Run 1, clock network drawn from the DEF:
The bar under the picture is 20 um long.
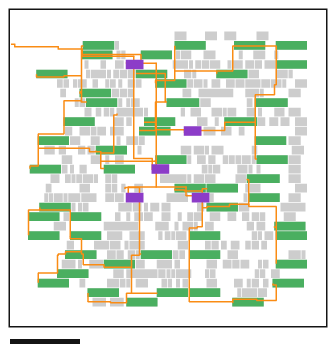
Run 1, selected gate families:
The bar under the picture is 20 um long.
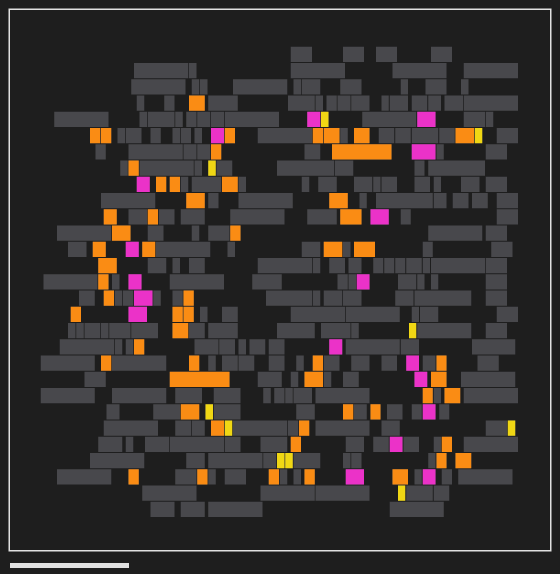
Run 1, floorplan with the power grid:
Pins as bars on the die edge. Tap cells in gray.
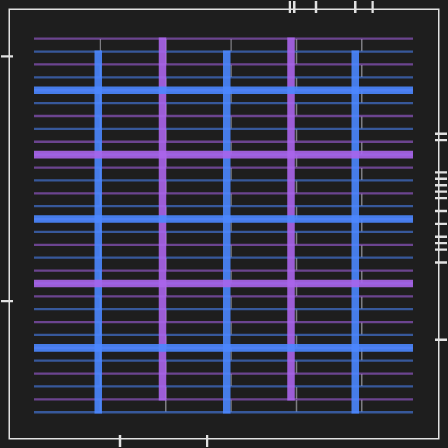
Run 1, cell classes on the final placement:
The bar under the picture is 20 um long.
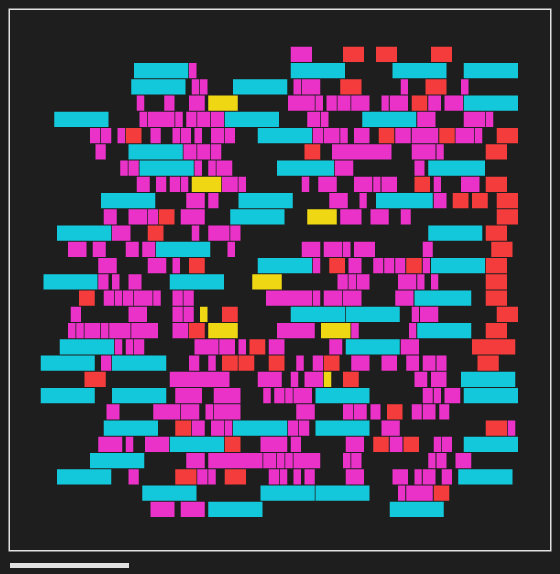
[src/rtl/qpsk_prbs_checker_pkg.sv]
// Shared definitions for the QPSK m-sequence checker: FSM encoding, LFSR width
// and small arithmetic helpers used by both channel and top.
package qpsk_prbs_checker_pkg;

    localparam int LFSR_W = 5;

    typedef enum logic [1:0] {
        ST_HUNT   = 2'd0,
        ST_VERIFY = 2'd1,
        ST_LOCK   = 2'd2
    } chk_state_e;

    function automatic logic lfsr_pred(input logic [LFSR_W-1:0] s, input logic [LFSR_W-1:0] taps);
        return ^(s & taps);
    endfunction

    function automatic logic [15:0] sat_inc16(input logic [15:0] v);
        return (v == 16'hFFFF) ? v : v + 16'd1;
    endfunction

    function automatic logic [31:0] sat_inc32(input logic [31:0] v);
        return (v == 32'hFFFF_FFFF) ? v : v + 32'd1;
    endfunction

endpackage

[src/rtl/qpsk_prbs_checker_ch.sv]
// One checker channel: self-synchronising LFSR with HUNT/VERIFY/LOCK tracking,
// windowed loss-of-lock detection and a saturating error counter.
module qpsk_prbs_chk_ch
    import qpsk_prbs_checker_pkg::*;
#(
    parameter logic [LFSR_W-1:0] TYPE     = 5'b10100,
    parameter int                SYNC_N   = 16,
    parameter int                WIN      = 32,
    parameter int                LOSS_ERR = 4
) (
    input  logic        CLK_50MHZ,
    input  logic        RST,
    input  logic        sym_valid,
    input  logic        rx_bit,
    input  logic        clr_cnt,
    output logic        locked,
    output logic        err_pulse,
    output logic [15:0] err_cnt
);

    localparam logic [2:0] HUNT_LAST = 3'(LFSR_W - 1);
    localparam logic [7:0] SYNC_LAST = 8'(SYNC_N - 1);
    localparam logic [7:0] WIN_LAST  = 8'(WIN - 1);
    localparam logic [7:0] LOSS_LAST = 8'(LOSS_ERR - 1);

    chk_state_e        state_r, state_nxt_s;
    logic [LFSR_W-1:0] lfsr_r, lfsr_nxt_s;
    logic [2:0]        hunt_cnt_r, hunt_nxt_s;
    logic [7:0]        match_cnt_r, match_nxt_s;
    logic [7:0]        win_cnt_r, win_nxt_s;
    logic [7:0]        win_err_r, win_err_nxt_s;
    logic [15:0]       err_cnt_r, err_cnt_nxt_s;
    logic              err_pulse_r, err_pulse_nxt_s;
    logic              locked_r;
    logic              pred_s, miss_s;

    assign pred_s    = lfsr_pred(lfsr_r, TYPE);
    assign miss_s    = rx_bit ^ pred_s;
    assign locked    = locked_r;
    assign err_pulse = err_pulse_r;
    assign err_cnt   = err_cnt_r;

    // FSM state register
    always_ff @(posedge CLK_50MHZ or posedge RST) begin
        if (RST) begin
            state_r  <= ST_HUNT;
            locked_r <= 1'b0;
        end else begin
            state_r  <= state_nxt_s;
            locked_r <= (state_nxt_s == ST_LOCK);
        end
    end

    // FSM next-state decode
    always_comb begin
        state_nxt_s = state_r;
        if (sym_valid) begin
            case (state_r)
                ST_HUNT: begin
                    if (hunt_cnt_r == HUNT_LAST) state_nxt_s = ST_VERIFY;
                    else                         state_nxt_s = ST_HUNT;
                end
                ST_VERIFY: begin
                    if (miss_s)                           state_nxt_s = ST_HUNT;
                    else if (match_cnt_r == SYNC_LAST)    state_nxt_s = ST_LOCK;
                    else                                  state_nxt_s = ST_VERIFY;
                end
                ST_LOCK: begin
                    // the error that reaches the window limit drops lock on the same symbol
                    if (miss_s && (win_err_r == LOSS_LAST)) state_nxt_s = ST_HUNT;
                    else                                    state_nxt_s = ST_LOCK;
                end
                default: state_nxt_s = ST_HUNT;
            endcase
        end else begin
            state_nxt_s = state_r;
        end
    end

    // LFSR, counters and error strobe next values
    always_comb begin
        lfsr_nxt_s      = lfsr_r;
        hunt_nxt_s      = hunt_cnt_r;
        match_nxt_s     = match_cnt_r;
        win_nxt_s       = win_cnt_r;
        win_err_nxt_s   = win_err_r;
        err_cnt_nxt_s   = err_cnt_r;
        err_pulse_nxt_s = 1'b0;
        if (sym_valid) begin
            case (state_r)
                ST_HUNT: begin
                    lfsr_nxt_s = {lfsr_r[LFSR_W-2:0], rx_bit};
                    if (hunt_cnt_r == HUNT_LAST) begin
                        hunt_nxt_s  = 3'd0;
                        match_nxt_s = 8'd0;
                    end else begin
                        hunt_nxt_s  = hunt_cnt_r + 3'd1;
                    end
                end
                ST_VERIFY: begin
                    lfsr_nxt_s = {lfsr_r[LFSR_W-2:0], pred_s};
                    if (miss_s) begin
                        hunt_nxt_s = 3'd0;
                    end else if (match_cnt_r == SYNC_LAST) begin
                        match_nxt_s   = 8'd0;
                        win_nxt_s     = 8'd0;
                        win_err_nxt_s = 8'd0;
                    end else begin
                        match_nxt_s = match_cnt_r + 8'd1;
                    end
                end
                ST_LOCK: begin
                    lfsr_nxt_s = {lfsr_r[LFSR_W-2:0], pred_s};
                    if (miss_s) begin
                        err_pulse_nxt_s = 1'b1;
                        err_cnt_nxt_s   = sat_inc16(err_cnt_r);
                        win_err_nxt_s   = win_err_r + 8'd1;
                        hunt_nxt_s      = 3'd0;
                    end else begin
                        err_pulse_nxt_s = 1'b0;
                    end
                    if (win_cnt_r == WIN_LAST) begin
                        win_nxt_s     = 8'd0;
                        win_err_nxt_s = 8'd0;
                    end else begin
                        win_nxt_s     = win_cnt_r + 8'd1;
                    end
                end
                default: begin
                    lfsr_nxt_s = lfsr_r;
                end
            endcase
        end else begin
            err_pulse_nxt_s = 1'b0;
        end
        if (clr_cnt) err_cnt_nxt_s = 16'd0;
        else         err_cnt_nxt_s = err_cnt_nxt_s;
    end

    // datapath registers
    always_ff @(posedge CLK_50MHZ or posedge RST) begin
        if (RST) begin
            lfsr_r      <= '0;
            hunt_cnt_r  <= 3'd0;
            match_cnt_r <= 8'd0;
            win_cnt_r   <= 8'd0;
            win_err_r   <= 8'd0;
            err_cnt_r   <= 16'd0;
            err_pulse_r <= 1'b0;
        end else begin
            lfsr_r      <= lfsr_nxt_s;
            hunt_cnt_r  <= hunt_nxt_s;
            match_cnt_r <= match_nxt_s;
            win_cnt_r   <= win_nxt_s;
            win_err_r   <= win_err_nxt_s;
            err_cnt_r   <= err_cnt_nxt_s;
            err_pulse_r <= err_pulse_nxt_s;
        end
    end

endmodule

[config.mk]
export PLATFORM = sky130hd
export DESIGN_NAME = qpsk_prbs_chk_ch
export DESIGN_NICKNAME = d
export VERILOG_FILES = /design/src/rtl/qpsk_prbs_checker_pkg.sv /design/src/rtl/qpsk_prbs_checker_ch.sv
export SDC_FILE = /design/constraint.sdc
export NUM_CORES = 1
export LEC_CHECK = 0
export CORE_MARGIN = 5
export CORE_UTILIZATION = 45
export DETAILED_ROUTE_END_ITERATION = 8
export SYNTH_ARGS = -nofsm -noshare
export SYNTH_HDL_FRONTEND = slang
export SYNTH_SLANG_ARGS = --single-unit
[constraint.sdc]
create_clock -name CLK_50MHZ -period 2.1 [get_ports CLK_50MHZ]
set_input_delay 0.21 -clock CLK_50MHZ [delete_from_list [all_inputs] [get_ports CLK_50MHZ]]
set_output_delay 0.21 -clock CLK_50MHZ [all_outputs]
set_load 0.05 [all_outputs]
==> impl_metrics.csv, run 1 <==
group,metric,value,unit
power,comb-power,0.558,mW
clock_network,cts_htree_levels,2,
final_layout,clock_buffers,8,
routing,detailroute.wirelength.met2,2749,um
place,dp_hpwl,4324,um
final_layout,clkCellAreaFrac,0.02568,
final_layout,largestClassByArea,"logic gates",
worst_setup_path,rr_worst_depth,6,
worst_setup_path,critical_path_class,"flip-flop to flip-flop",
clock_network,tritoncts,"built",
global_route,vias_in_the_first_global_route,2286,
final_layout,area_growth_syn_to_layout,20.65,%
clock_network,clk_root_buffer_cell,"sky130_fd_sc_hd__clkbuf_8",
yosys,syn_area_cell,9.725,sq um
power,internal_pwr_total,1.601,mW
yosys,enable_flop_cells,0,
sta,final_max_slew_violation_tally,0,
place,final_gp_congestion,0.7564,
sta,timing.final.crit_period,2.020,ns
yosys,synth_flops,52,
clock_network,clkSlewWorstSetupHoldPaths,0.09,ns
job,drv_cap,0,
worst_setup_path,r2r-start,"lfsr_r[2]",
die,tap_cells,77,
sta,timing.clock.skew,0.007587,ns
yosys,synthMostInstantiatedCell,"sky130_fd_sc_hd__dfrtp_1",
power,totalPowerFinal,2.295,mW
final_layout,final.signal_inverter_count,10,
yosys,mapped_cell_area,2908,sq um
worst_setup_path,critical_path.max_fanout,11,
routing,dr.pass1.iters,4,
power,clock_power_share,0.260,
global_route,grt_util_met2,0.2396,
die,chipArea,8169,sq um
routing,dr.max_layer_used,"met4",
die,die_w,90.39,um
worst_hold_path,holdCritPathClass,"input port to asynchronous set/reset pin",
global_route,grtUsageTotal,0.1570,
die,floorplanUtilization,0.4606,
sta,worst_pin_slew,0.4782,ns
yosys,synthTopCellsByArea,"sky130_fd_sc_hd__dfrtp_1, sky130_fd_sc_hd__nand2_1, sky130_fd_sc_hd__xnor2_1",
sta,final_number_of_hold_violating_endpoints,0,
yosys,synth.lib_cells_used.distinct,56,
global_route,initial_antenna_violation_count,0,
final_layout,seq_cells,52,
final_layout,final_layout_size_suffix_gt1_frac,0.1671,
global_route,grt_start_max_net_pins,34,
sta,fin_worst_hold_slack,0.2332,ns
power,netSwitchingPower,0.6941,mW
die,boundaryPins,23,
power,combinationalPowerShare,0.243,
worst_setup_path,rr_endpoint,"win_err_r[5]",
routing,ant_nets,0,
sta,final_critical_path_setup_slack,0.07963,ns
yosys,postSynthSeqShare,0.4475,
yosys,synthesis.instances,299,
place,detailed_place.area,3397,sq um
final_layout,seqAreaFraction,0.3723,
final_layout,commonest_cells_after_routing_fill_and_taps_aside,"sky130_fd_sc_hd__dfrtp_1, sky130_fd_sc_hd__nand2_1, sky130_fd_sc_hd__buf_4, sky130_fd_sc_hd__nor2_1, sky130_fd_sc_hd__clkdlybuf4s50_1",
place,setup_slack_after_placement,-0.08066,ns
power,p_seq_frac,0.497,
global_route,grt_overflow,0,
worst_setup_path,setup.worst_path.start_class,"flip-flop",
worst_setup_path,timing.reg2reg.setup_slack,0.08,ns
sta,maxClockFrequency,495.0,MHz
yosys,synth_async_sr_flop_share,1.000,
final_layout,multi_input_comb_cells,226,
clock_network,cts_resized,0,
global_route,globalRouteMet3Util,0.03250,
yosys,ys_dominant_reg_cell,"sky130_fd_sc_hd__dfrtp_1",
worst_setup_path,worst_ep_arrival_time,2.25,ns
power,power_density,654.1,nW/um^2
yosys,netlist.area_leader.share,0.4475,
routing,totalWireLength,6217,um
worst_setup_path,crit_path_top_delay_cell,"sky130_fd_sc_hd__xor3_2",
worst_setup_path,critPathCaptureType,"flip-flop",
final_layout,stdcell_area,3508,sq um
routing,wl_met3,222,um
final_layout,seqCellArea,1306,sq um
routing,route.detailed.vias_per_inst,5.488,
routing,dr_total_vias,2327,
run_status,status,"completed",
clock_network,cts-buffers-inserted,5,
worst_setup_path,worstPathBufferInverterCount,1,
clock_network,cts_setup_buffers,0,
worst_setup_path,critical_path.endpoint,"win_err_r[5]",
final_layout,antenna-diode-count,0,
clock_network,worstSkewPairLatency,0.30,ns
die,overall_die_height,90.39,um
worst_setup_path,cp.required,2.33,ns
clock_network,clockBufferDepth,2,
routing,detail_route.iter0.violations,99,
power,cellLeakagePower,1.489,nW
final_layout,num-nonclk-buffers,51,
worst_setup_path,path_depth,6,
global_route,grt_first_pass_wirelength,10880,um
final_layout,comb_area,1528,sq um
place,dpl.cell_count,414,
sta,final_min_period_over_clock_period,0.9621,
clock_network,cts_sinks,52,
worst_setup_path,worst_setup_path_start,"lfsr_r[2]",
yosys,netlist.top_cell.by_area,"sky130_fd_sc_hd__dfrtp_1",
worst_setup_path,critPathMaxStageDelay,0.51,ns
place,place.port_buffers,22,
yosys,synth-area-yosys,2908,sq um
yosys,ys_cells,299,
routing,remaining_drc_errors,0,
final_layout,final.fill_count,582,
job,openroad.warnings,30,
power,power.share.switching,0.3025,
die,rows,29,
final_layout,non_clock_buffer_area_share,0.1284,
power,power_leader,"sequential cells",
sta,setup_tns,0,ns
final_layout,design.final.nets,361,
yosys,netlist_top_cells_count,"sky130_fd_sc_hd__dfrtp_1, sky130_fd_sc_hd__nand2_1, sky130_fd_sc_hd__nor2_1",
yosys,synth.yosys.warnings,0,
routing,metal1_wirelength,3159,um
global_route,use_met1,0.2253,
global_route,globalRoute.busiestLayer,"met2",
sta,rsz_0062_raised_after_global_routing,"false",
final_layout,finalCoreUtilization,0.5557,
worst_setup_path,critical_path.top_delay_family,"simple AND/OR/NAND/NOR gates",
yosys,synth_nets,314,
sta,final-setup-viol-count,0,
clock_network,holdBufCountCts,0,
power,pg_clk,0.596,mW
sta,slew_headroom,0.6730,
worst_setup_path,cp_cell_sequence,"xor3_2, buf_4, and4_1, and3_1, or2_2, a31oi_1",
-- 'clock network drawn from the DEF' (at the start) --
[green] flip-flops | count: 52
[purple] cells driving clock nets | count: 5
[orange] clock wires | length: 709 um
routed clock nets: 6
flops lie: all over the die

-- 'selected gate families' (at the start) --
| color | family | cells | most used |
|---|---|---|---|
| yellow | inverters | 10 | inv_1 |
| magenta | AND and OR gates | 18 | and3_1 |
| orange | inverting AOI/OAI gates | 57 | o21ai_0 |
fraction of area in multi-input gates: 0.4355
Final Instance Count excl. Fillers: 424
most used logic cell in the final layout: sky130_fd_sc_hd__dfrtp_1

-- 'floorplan with the power grid' (at the start) --
| color | net |
|---|---|
| purple | VDD |
| blue | VSS |
signal pins: 23
met4 straps: 5
met5 straps: 5
rows: 29
IR Drop Worst-Case VDD: 0.3680 mV
Core Area: 6314 sq um

-- 'cell classes on the final placement' (at the start) --
| color | class | cells |
|---|---|---|
| magenta | all other logic | 236 |
| yellow | clock drivers and dummy loads | 8 |
| red | other buffers and delay cells | 51 |
| cyan | flops | 52 |

[run 1: cell families (layout without fill, tap and decap cells)]
family                     Yosys count  in the layout  share of synthesized area
AOI/OAI and AO/OA                   66             67                     0.1639
xor gates and xnor gates            16             16                    0.05379
adders and majority gates           10             10                    0.04303
buffers and inverters               22             69                    0.03399
DFF                                 52             52                     0.4475
muxes                                7              7                    0.02625
and+or+nand+nor                    126            126                     0.2315
[run 1: state kept, by name, indices dropped and copies added (netlist names), 2 cells and up]
name / flops
err_cnt: 16
match_cnt_r: 8
win_cnt_r: 8
win_err_r: 8
lfsr_r: 5
hunt_cnt_r: 3
state_r: 2
## Run 2: what changed since run 1
--- a/config.mk
+++ b/config.mk
@@ -5,8 +5,11 @@
 export SDC_FILE = /design/constraint.sdc
 export NUM_CORES = 1
 export LEC_CHECK = 0
+export ABC_AREA = 1
+export CORE_ASPECT_RATIO = 0.7
 export CORE_MARGIN = 5
 export CORE_UTILIZATION = 45
+export CTS_CLUSTER_DIAMETER = 30
 export DETAILED_ROUTE_END_ITERATION = 8
 export SYNTH_ARGS = -nofsm -noshare
 export SYNTH_HDL_FRONTEND = slang
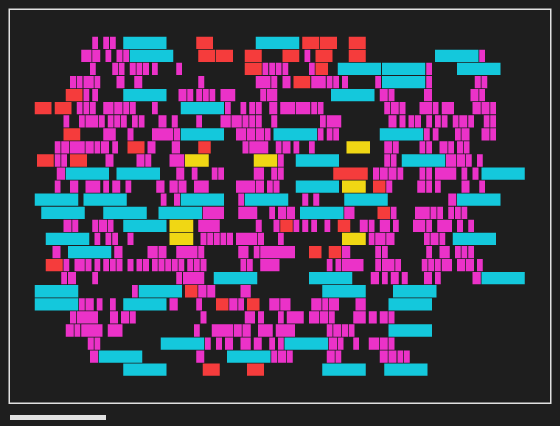
Run 2: cell classes on the final placement
The bar under the picture is 20 um long.
| color | class | cells |
|---|---|---|
| yellow | clock drivers and dummy loads | 7 |
| red | other buffers and delay cells | 34 |
| magenta | all other logic | 401 |
| cyan | flops | 52 |

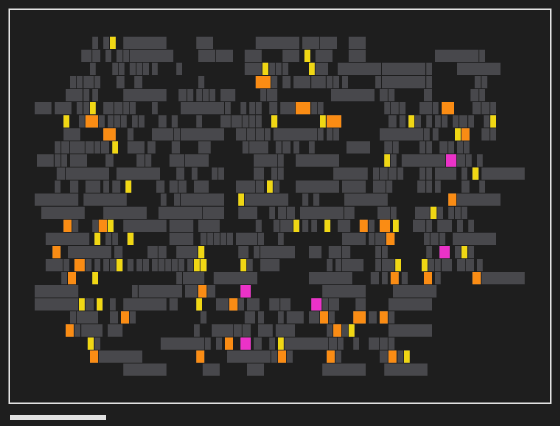
Run 2: selected gate families
The bar under the picture is 20 um long.
| color | family | cells | most used |
|---|---|---|---|
| yellow | inverters | 40 | inv_1 |
| magenta | AND and OR gates | 5 | or2_2 |
| orange | inverting AOI/OAI gates | 33 | o21ai_0 |

==> run 2 against run 1 <==
Against the previous run:
- cell count rose by 40%
- count of clock-buffer cells in the layout fell by 1
- clock skew is 0.0018 ns lower
- wire length up 20%
- register-to-register slack better by 0.096 ns
- critical path type unchanged
- clock power rose by 3.5%
- synthesized area grew 13%
==> impl_metrics.csv, run 2 <==
group,metric,value,unit
yosys,postSynthSeqShare,0.3945,
yosys,mapped_cell_area,3298,sq um
final_layout,antenna-diode-count,0,
final_layout,final_layout_size_suffix_gt1_frac,0.09109,
clock_network,clockBufferDepth,2,
yosys,ys_dominant_reg_cell,"sky130_fd_sc_hd__dfrtp_1",
place,setup_slack_after_placement,0.1179,ns
run_status,status,"completed",
worst_setup_path,critPathMaxStageDelay,0.47,ns
routing,detail_route.iter0.violations,217,
yosys,synthesis.instances,465,
power,cellLeakagePower,1.742,nW
worst_setup_path,rr_worst_depth,8,
routing,wl_per_cell,12.63,um
worst_setup_path,cp_cell_sequence,"ha_1, nand2_1, nor2_4, nand4_2, nand2_4, nand2_2, nand2_1, o21ai_2",
yosys,synth.lib_cells_used.distinct,31,
final_layout,seq_cells,52,
sta,maxClockFrequency,519.7,MHz
final_layout,design.final.nets,509,
global_route,grt_first_pass_wirelength,12920,um
sta,final-setup-viol-count,0,
final_layout,non_clock_buffer_area_share,0.08549,
yosys,synthTopCellsByArea,"sky130_fd_sc_hd__dfrtp_1, sky130_fd_sc_hd__nand2_1, sky130_fd_sc_hd__nand3_1",
job,openroad.warnings,30,
sta,final_number_of_hold_violating_endpoints,0,
die,floorplanUtilization,0.4567,
power,power_leader,"sequential cells",
final_layout,multi_input_comb_cells,361,
clock_network,worstSkewPairLatency,0.30,ns
final_layout,area_growth_syn_to_layout,14.49,%
final_layout,final.fill_count,723,
power,clock_power_share,0.269,
power,internal_pwr_total,1.563,mW
routing,ant_nets,0,
final_layout,largestClassByArea,"logic gates",
yosys,synth.yosys.warnings,0,
final_layout,largest_reg_flops,16,
worst_setup_path,worst_setup_path_start,"err_cnt[0]",
sta,rsz_0062_raised_after_global_routing,"false",
yosys,enable_flop_cells,0,
worst_setup_path,timing.reg2reg.setup_slack,0.18,ns
yosys,syn_area_cell,7.093,sq um
power,pg_seq,1.15,mW
worst_setup_path,setup.worst_path.start_class,"flip-flop",
final_layout,stdcell_area,3776,sq um
clock_network,tritoncts,"built",
power,power_density,606.6,nW/um^2
clock_network,cts_setup_buffers,0,
worst_setup_path,path_depth,8,
final_layout,clock_buffers,7,
final_layout,finalCoreUtilization,0.5229,
sta,final_max_slew_violation_tally,0,
final_layout,area.share.combinational,0.4722,
die,rows,26,
worst_setup_path,worst_ep_arrival_time,2.11,ns
place,final_gp_congestion,0.8189,
power,totalPowerFinal,2.290,mW
global_route,vias_in_the_first_global_route,2595,
routing,totalWireLength,7477,um
final_layout,num-nonclk-buffers,34,
worst_setup_path,cpMostUsedCell,"sky130_fd_sc_hd__nand2_1",
power,combinationalPowerShare,0.230,
worst_setup_path,r2r-start,"err_cnt[0]",
die,boundaryPins,23,
final_layout,clkCellAreaFrac,0.02551,
worst_setup_path,critical_path_class,"flip-flop to flip-flop",
sta,timing.clock.skew,0.005824,ns
sta,timing.final.crit_period,1.924,ns
power,netSwitchingPower,0.7275,mW
routing,dr.pass1.iters,4,
final_layout,seqCellArea,1301,sq um
global_route,grtUsageTotal,0.1718,
job,drv_cap,0,
yosys,netlist.area_leader.share,0.3945,
clock_network,cts_resized,0,
sta,setup_tns,0,ns
power,p_seq_frac,0.501,
power,max-vdd-ir-drop,0.4539,mV
worst_hold_path,holdCritPathClass,"input port to asynchronous set/reset pin",
yosys,netlist_top_cells_count,"sky130_fd_sc_hd__nand2_1, sky130_fd_sc_hd__nor2_1, sky130_fd_sc_hd__nand3_1",
sta,worst_pin_slew,0.6294,ns
worst_setup_path,rr_endpoint,"err_cnt[3]",
worst_setup_path,crit_path_top_delay_cell,"sky130_fd_sc_hd__dfrtp_1",
place,place.port_buffers,22,
final_layout,most_used_logic_cell_in_the_final_layout,"sky130_fd_sc_hd__nand2_1",
final_layout,commonest_cells_after_routing_fill_and_taps_aside,"sky130_fd_sc_hd__nand2_1, sky130_fd_sc_hd__nor2_1, sky130_fd_sc_hd__nand3_1, sky130_fd_sc_hd__dfrtp_1, sky130_fd_sc_hd__inv_1",
power,pg_clk,0.617,mW
worst_setup_path,critical_path.endpoint,"err_cnt[3]",
clock_network,cts-buffers-inserted,5,
yosys,netlist.top_cell.by_area,"sky130_fd_sc_hd__dfrtp_1",
place,detailed_place.area,3675,sq um
clock_network,cts_sinks,52,
final_layout,comb_area,1783,sq um
yosys,ys_cells,465,
worst_setup_path,worstPathBufferInverterCount,0,
die,core_area,7222,sq um
sta,final_min_period_over_clock_period,0.9162,
global_route,initial_antenna_violation_count,0,
final_layout,layout.cells.non_filler,592,
die,overall_die_height,81.63,um
die,chipArea,9169,sq um
sta,final_critical_path_setup_slack,0.1759,ns
place,dpl.cell_count,585,
die,die_w,112.3,um
routing,route.detailed.vias_per_inst,5.025,
clock_network,clkSlewWorstSetupHoldPaths,0.09,ns
worst_setup_path,critical_path.top_delay_family,"simple AND/OR/NAND/NOR gates",
yosys,synth_nets,480,
sta,slew_headroom,0.5799,
power,comb-power,0.526,mW
yosys,synth-area-yosys,3298,sq um
routing,remaining_drc_errors,0,
yosys,synth_async_sr_flop_share,1.000,
clock_network,cts_htree_levels,2,
worst_setup_path,critical_path.max_fanout,15,
yosys,synth_flops,52,
clock_network,clk_root_buffer_cell,"sky130_fd_sc_hd__clkbuf_8",
clock_network,holdBufCountCts,0,
routing,dr_total_vias,2975,
power,power.share.switching,0.3176,
final_layout,final.signal_inverter_count,40,
sta,fin_worst_hold_slack,0.2211,ns
die,tap_cells,98,
global_route,grt_start_max_net_pins,36,
yosys,synthMostInstantiatedCell,"sky130_fd_sc_hd__nand2_1",
worst_setup_path,critPathCaptureType,"flip-flop",
final_layout,seqAreaFraction,0.3446,
place,dp_hpwl,5578,um
global_route,grt_overflow,0,
worst_setup_path,cp.required,2.29,ns
-- run 2: cell families after synthesis --
logic type | Yosys count | share of synthesized area
flops | 52 | 0.3945
fa+ha+maj | 10 | 0.03794
xor+xnor | 11 | 0.02921
simple gates | 307 | 0.4146
buf+inv | 52 | 0.06639
compound gates | 33 | 0.05729
-- run 2: worst register-to-register path: cells and delay by family (launching register included) --
family          cells  cell delay, ns
compound gates      1            0.06
fa+ha+maj           1            0.28
flops               1            0.47
simple gates        6            1.00
-- run 2: per-layer routing --
| layer | part of all wire | track usage | vias to the layer above |
|---|---|---|---|
| met5 | 0 | 0 | - |
| met4 | 0.0041 | 0.02401 | 0 |
| met3 | 0.042 | 0.03756 | 4 |
| met2 | 0.42 | 0.2580 | 47 |
| met1 | 0.54 | 0.2595 | 1367 |
| li1 | - | - | 1557 |
Power figures rest on the tool's default switching activity, not on a simulated workload.
